[src/rtl/gnn_pkg.sv]
// gnn_pkg: shared constants, types and helpers for the GNN node sequencer
package gnn_pkg;
    localparam int ACC_W = 17;
    localparam int NODE_W = 4;
    typedef enum logic [1:0] {IDLE, RUN, DRAIN, DONE} seq_state_t;
    typedef struct packed {
        logic [NODE_W-1:0]       node;
        logic signed [ACC_W-1:0] r0;
        logic signed [ACC_W-1:0] r1;
    } res_entry_t;
    function automatic int cred_w(input int depth);
        return $clog2(depth + 1);
    endfunction
endpackage

[src/rtl/gnn_result_fifo.sv]
// gnn_result_fifo: synchronous FIFO holding tagged mac_node results
module gnn_result_fifo import gnn_pkg::*; #(
    parameter int W = 8,
    parameter int DEPTH = 4
) (
    input  logic                     clk,
    input  logic                     rst,
    input  logic                     push,
    input  logic [W-1:0]             din,
    input  logic                     pop,
    output logic [W-1:0]             dout,
    output logic [cred_w(DEPTH)-1:0] count,
    output logic                     full,
    output logic                     empty
);
    localparam int AW = DEPTH > 1 ? $clog2(DEPTH) : 1;
    localparam int CW = cred_w(DEPTH);
    logic [W-1:0] mem_q [DEPTH];
    logic [AW-1:0] wr_q, wr_d, rd_q, rd_d;
    logic [CW-1:0] cnt_q, cnt_d;
    logic do_push, do_pop;
    function automatic logic [AW-1:0] inc(input logic [AW-1:0] p);
        return p == AW'(DEPTH - 1) ? '0 : p + 1'b1;
    endfunction
    always_comb begin
        do_pop = pop && !empty;
        do_push = push && (!full || do_pop);
        wr_d = do_push ? inc(wr_q) : wr_q;
        rd_d = do_pop ? inc(rd_q) : rd_q;
        cnt_d = cnt_q + CW'(do_push) - CW'(do_pop);
    end
    always_ff @(posedge clk) begin
        if (rst) begin
            wr_q <= '0;
            rd_q <= '0;
            cnt_q <= '0;
        end else begin
            wr_q <= wr_d;
            rd_q <= rd_d;
            cnt_q <= cnt_d;
        end
    end
    always_ff @(posedge clk)
        if (do_push) mem_q[wr_q] <= din;
    assign dout = mem_q[rd_q];
    assign count = cnt_q;
    assign full = cnt_q == CW'(DEPTH);
    assign empty = cnt_q == '0;
endmodule

[src/rtl/gnn_node_sequencer.sv]
// gnn_node_sequencer: feeds buffered node features to mac_node and collects tagged results
module gnn_node_sequencer #(
    parameter int IN_SIZE = 5,
    parameter int NUM_NODES = 16,
    parameter int RES_DEPTH = 4,
    parameter int ACC_W = gnn_pkg::ACC_W,
    localparam int NW = $clog2(NUM_NODES)
) (
    input  logic                      clk,
    input  logic                      rst,
    input  logic                      ld_valid,
    input  logic [NW-1:0]             ld_addr,
    input  logic [4*IN_SIZE-1:0]      ld_data,
    input  logic                      start,
    input  logic [NW:0]               node_count,
    output logic                      busy,
    output logic                      done,
    output logic                      err,
    output logic signed [IN_SIZE-1:0] x0,
    output logic signed [IN_SIZE-1:0] x1,
    output logic signed [IN_SIZE-1:0] x2,
    output logic signed [IN_SIZE-1:0] x3,
    output logic                      in_ready,
    input  logic signed [ACC_W-1:0]   out0,
    input  logic signed [ACC_W-1:0]   out1,
    input  logic                      out0_ready,
    input  logic                      out1_ready,
    output logic                      res_valid,
    input  logic                      res_ready,
    output logic [NW-1:0]             res_node,
    output logic signed [ACC_W-1:0]   res0,
    output logic signed [ACC_W-1:0]   res1
);
    import gnn_pkg::*;
    localparam int CW = cred_w(RES_DEPTH);
    localparam logic [NW:0] MAXN = (NW + 1)'(NUM_NODES);
    typedef struct packed {
        logic [NW-1:0]           node;
        logic signed [ACC_W-1:0] r0;
        logic signed [ACC_W-1:0] r1;
    } entry_t;
    seq_state_t state_q, state_d;
    logic [NW:0] cnt_q, cnt_d, iss_q, iss_d, cap_q, cap_d;
    logic [CW-1:0] infl_q, infl_d, fifo_cnt;
    logic [4*IN_SIZE-1:0] feat_q [NUM_NODES];
    logic [4*IN_SIZE-1:0] x_q, x_d;
    logic in_rdy_q, in_rdy_d, err_q, err_d;
    logic active, issue, capture, fifo_full, fifo_empty;
    entry_t push_e, head_e;
    always_ff @(posedge clk)
        if (state_q == IDLE && ld_valid && {1'b0, ld_addr} < MAXN) feat_q[ld_addr] <= ld_data;
    // results already queued plus those still inside mac_node must fit in the FIFO
    always_comb begin
        active = state_q == RUN || state_q == DRAIN;
        issue = state_q == RUN && ({1'b0, fifo_cnt} + {1'b0, infl_q}) < (CW + 1)'(RES_DEPTH);
        capture = active && out0_ready && out1_ready && infl_q != '0;
        state_d = state_q;
        cnt_d = cnt_q;
        iss_d = issue ? iss_q + 1'b1 : iss_q;
        cap_d = capture ? cap_q + 1'b1 : cap_q;
        infl_d = infl_q + CW'(issue) - CW'(capture);
        x_d = issue ? feat_q[NW'(iss_q)] : x_q;
        in_rdy_d = issue;
        err_d = err_q || (active && (out0_ready != out1_ready || (out0_ready && infl_q == '0)));
        case (state_q)
            IDLE: if (start) begin
                state_d = node_count == '0 ? DONE : RUN;
                cnt_d = node_count > MAXN ? MAXN : node_count;
                iss_d = '0;
                cap_d = '0;
                err_d = err_q || node_count > MAXN;
            end
            RUN: if (issue && iss_q == cnt_q - 1'b1) state_d = DRAIN;
            DRAIN: if (infl_q == '0 && cap_q == cnt_q) state_d = DONE;
            default: state_d = IDLE;
        endcase
    end
    always_ff @(posedge clk) begin
        if (rst) begin
            state_q <= IDLE;
            cnt_q <= '0;
            iss_q <= '0;
            cap_q <= '0;
            infl_q <= '0;
            x_q <= '0;
            in_rdy_q <= 1'b0;
            err_q <= 1'b0;
        end else begin
            state_q <= state_d;
            cnt_q <= cnt_d;
            iss_q <= iss_d;
            cap_q <= cap_d;
            infl_q <= infl_d;
            x_q <= x_d;
            in_rdy_q <= in_rdy_d;
            err_q <= err_d;
        end
    end
    assign push_e = {NW'(cap_q), out0, out1};
    gnn_result_fifo #(.W($bits(entry_t)), .DEPTH(RES_DEPTH)) u_fifo (
        .clk(clk),
        .rst(rst),
        .push(capture && (!fifo_full || res_ready)),
        .din(push_e),
        .pop(res_ready),
        .dout(head_e),
        .count(fifo_cnt),
        .full(fifo_full),
        .empty(fifo_empty)
    );
    assign busy = active;
    assign done = state_q == DONE;
    assign err = err_q;
    assign in_ready = in_rdy_q;
    assign x0 = x_q[IN_SIZE-1:0];
    assign x1 = x_q[2*IN_SIZE-1:IN_SIZE];
    assign x2 = x_q[3*IN_SIZE-1:2*IN_SIZE];
    assign x3 = x_q[4*IN_SIZE-1:3*IN_SIZE];
    assign res_valid = !fifo_empty;
    assign res_node = head_e.node;
    assign res0 = head_e.r0;
    assign res1 = head_e.r1;
endmodule

[config.mk]
export PLATFORM = sky130hd
export DESIGN_NAME = gnn_node_sequencer
export DESIGN_NICKNAME = d
export VERILOG_FILES = /design/src/rtl/gnn_pkg.sv /design/src/rtl/gnn_result_fifo.sv /design/src/rtl/gnn_node_sequencer.sv
export SDC_FILE = /design/constraint.sdc
export NUM_CORES = 1
export LEC_CHECK = 0
export CAP_MARGIN = 0
export CORE_MARGIN = 2
export CORE_UTILIZATION = 40
export DETAILED_ROUTE_END_ITERATION = 10
export PLACE_DENSITY = 0.69
export SLEW_MARGIN = 0
export SYNTH_ARGS = -nofsm -noshare
export SYNTH_HDL_FRONTEND = slang
export SYNTH_HIERARCHICAL = 1
export SYNTH_SLANG_ARGS = --single-unit
[constraint.sdc]
create_clock -name clk -period 4.1 [get_ports clk]
set_input_delay 0.82 -clock clk [delete_from_list [all_inputs] [get_ports clk]]
set_output_delay 0.82 -clock clk [all_outputs]
set_load 0.005 [all_outputs]
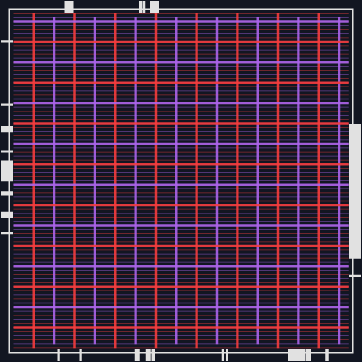
*PDN straps and rails*
(1.5 px per um) Pins as bars on the die edge.
VDD: marked purple. VSS: marked red.
The core has 82 rows. 83 met1 rails follow the rows. 133 signal pins sit on the boundary. 16 straps on met4.

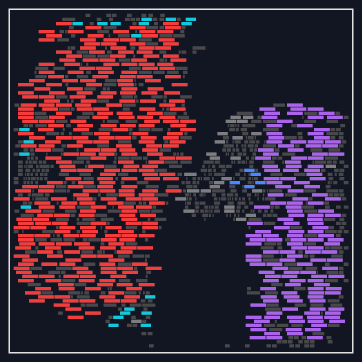
*Register map, names as in the netlist*
(1.5 px per um) Other sequential cells in the stronger gray, the rest of the logic in the fainter gray.
cap_q: marked blue, flops 5. x_q: marked cyan, flops 20. u_fifo/mem_q: marked purple, flops 152. feat_q: marked red, flops 320.
Another 26 sequential cells are not colored.

==> git commit body <==
Add synthesis and place-and-route results

- The DRC violation total left in the routed layout is recorded as 0.
- Combinational fraction of the cell area: about a fifth
* Area fraction in full adders, half adders and majority gates: between 1 and 1.5%
- Synth cell types: 51
* Slowest cell on the critical path: mux4_2
* Layout clock buffer count: ~70
- Met2 Resource Use GR: 24.6%
- The power report puts the net switching power at about 3.1 mW.
- Sum Neg Setup Slack: 0 ns
* Average cell area after synthesis: a little over 20 um^2
- Wire segments on met2 add up to about 19,000 um in the final route.
- Clock cells make up between 6 and 7% of the layout cell area.
- Combinational cell area excluding buffers and inverters: approximately 0.0047 mm^2
* Sink of the worst hold path: x_q[4]
* Timing-limited maximum frequency: 321 MHz
* Final Cell Area: ~0.024 mm^2
- Fraction of synthesized cell area taken by the top area cell type: 70.6%
- Switching power share of the total: 24.0%
- Antenna viol nets, final: 0
- Clock root buffer: clkbuf_16
- The number of antenna violations at the first check in global routing came to 1.
* Post-Route M1 WL: ~17,000 um
- Across the VDD grid, the largest voltage drop is between 0.4 and 0.5 mV.
- After clock tree synthesis, the setup repair step added 0 buffers.
- Power group with the highest consumption: sequential cells
- The routed design has 40,200 um of wire.
- Global routing's busiest layer: met2
- Per the area breakdown, the dominant cell category is registers.
- The final timing summary puts the cycle share of the worst path at approximately 76%.
- According to the floorplan report, the die width is around 230 um.
- Along the worst hold path, the cell count comes to 1.
- Biggest combinational cell group after synthesis: multiplexers
* Clock network power share: between 30% and 40%
- The final max-slew violation count recorded for this run is 0.
- Post-synthesis xor/xnor area fraction: 0.960%
- Signal routing reaches up to met5.
- Per-cell routed wire length: ~22 um
- The last timing report of the flow puts the setup violation total at 0.
* Portion of netlist area occupied by mux cells: between 10 and 15%
- Per the gpl log, the routability congestion estimate is approximately 0.76.
* Total of max-cap violations: 0
- PwrDens: 534 mW/mm^2
- The register with the most flip-flops in the layout has about 320 of them.
* End of the worst register-to-register path: infl_q[2]
- Least-Margin Pin Slew: between 0.8 and 0.9 ns
* Fill cell count: 4,059
- According to the finish report, the design has a final net count of roughly 1.2k.
* Multi-input logic cell count: roughly 380
- Area enclosed by the die boundary: between 0.05 and 0.06 mm^2
- Entering global routing, the biggest net connects 45 pins.
- For flop-to-flop paths, the worst setup slack is approximately 1.0 ns.
- Clk slew on worst S/H paths: roughly 0.060 ns
- Main flop type after synthesis: edfxtp_1
- The flow ran to the end, and the final reports show no timing, DRC or antenna violations.
- Across all checked pins, the minimum headroom to the slew limit is 45.1%.
* Path type of the worst min-delay path: flop to flop
-- metrics by stage --
stage,cells,power [mW],hold WS (ns),worst slack (ns)
after floorplan,967,7.54,0.463,1.02
after global placement,1762,8.38,0.461,0.711
after detailed placement,1762,8.42,0.462,0.677
after CTS,1860,13.0,0.484,0.939
after global routing,1860,13.4,0.505,0.870
final,1860,12.9,0.476,0.988
-- how the worst max path moves through the flow --
stage	start	to	slack [ns]	cells after the start
finish	flop	res_node[0]	0.99	3
global route	flop	res_node[0]	0.87	3
CTS	flop	res_node[2]	0.94	3
detailed placement	out1_ready	u_fifo/count[2]	0.68	11
global placement	out1_ready	u_fifo/count[2]	0.71	11
floorplan	ld_valid	feat_q[0][0]	1.02	3
No activity file was given, so power comes from the tool's default toggle rates.
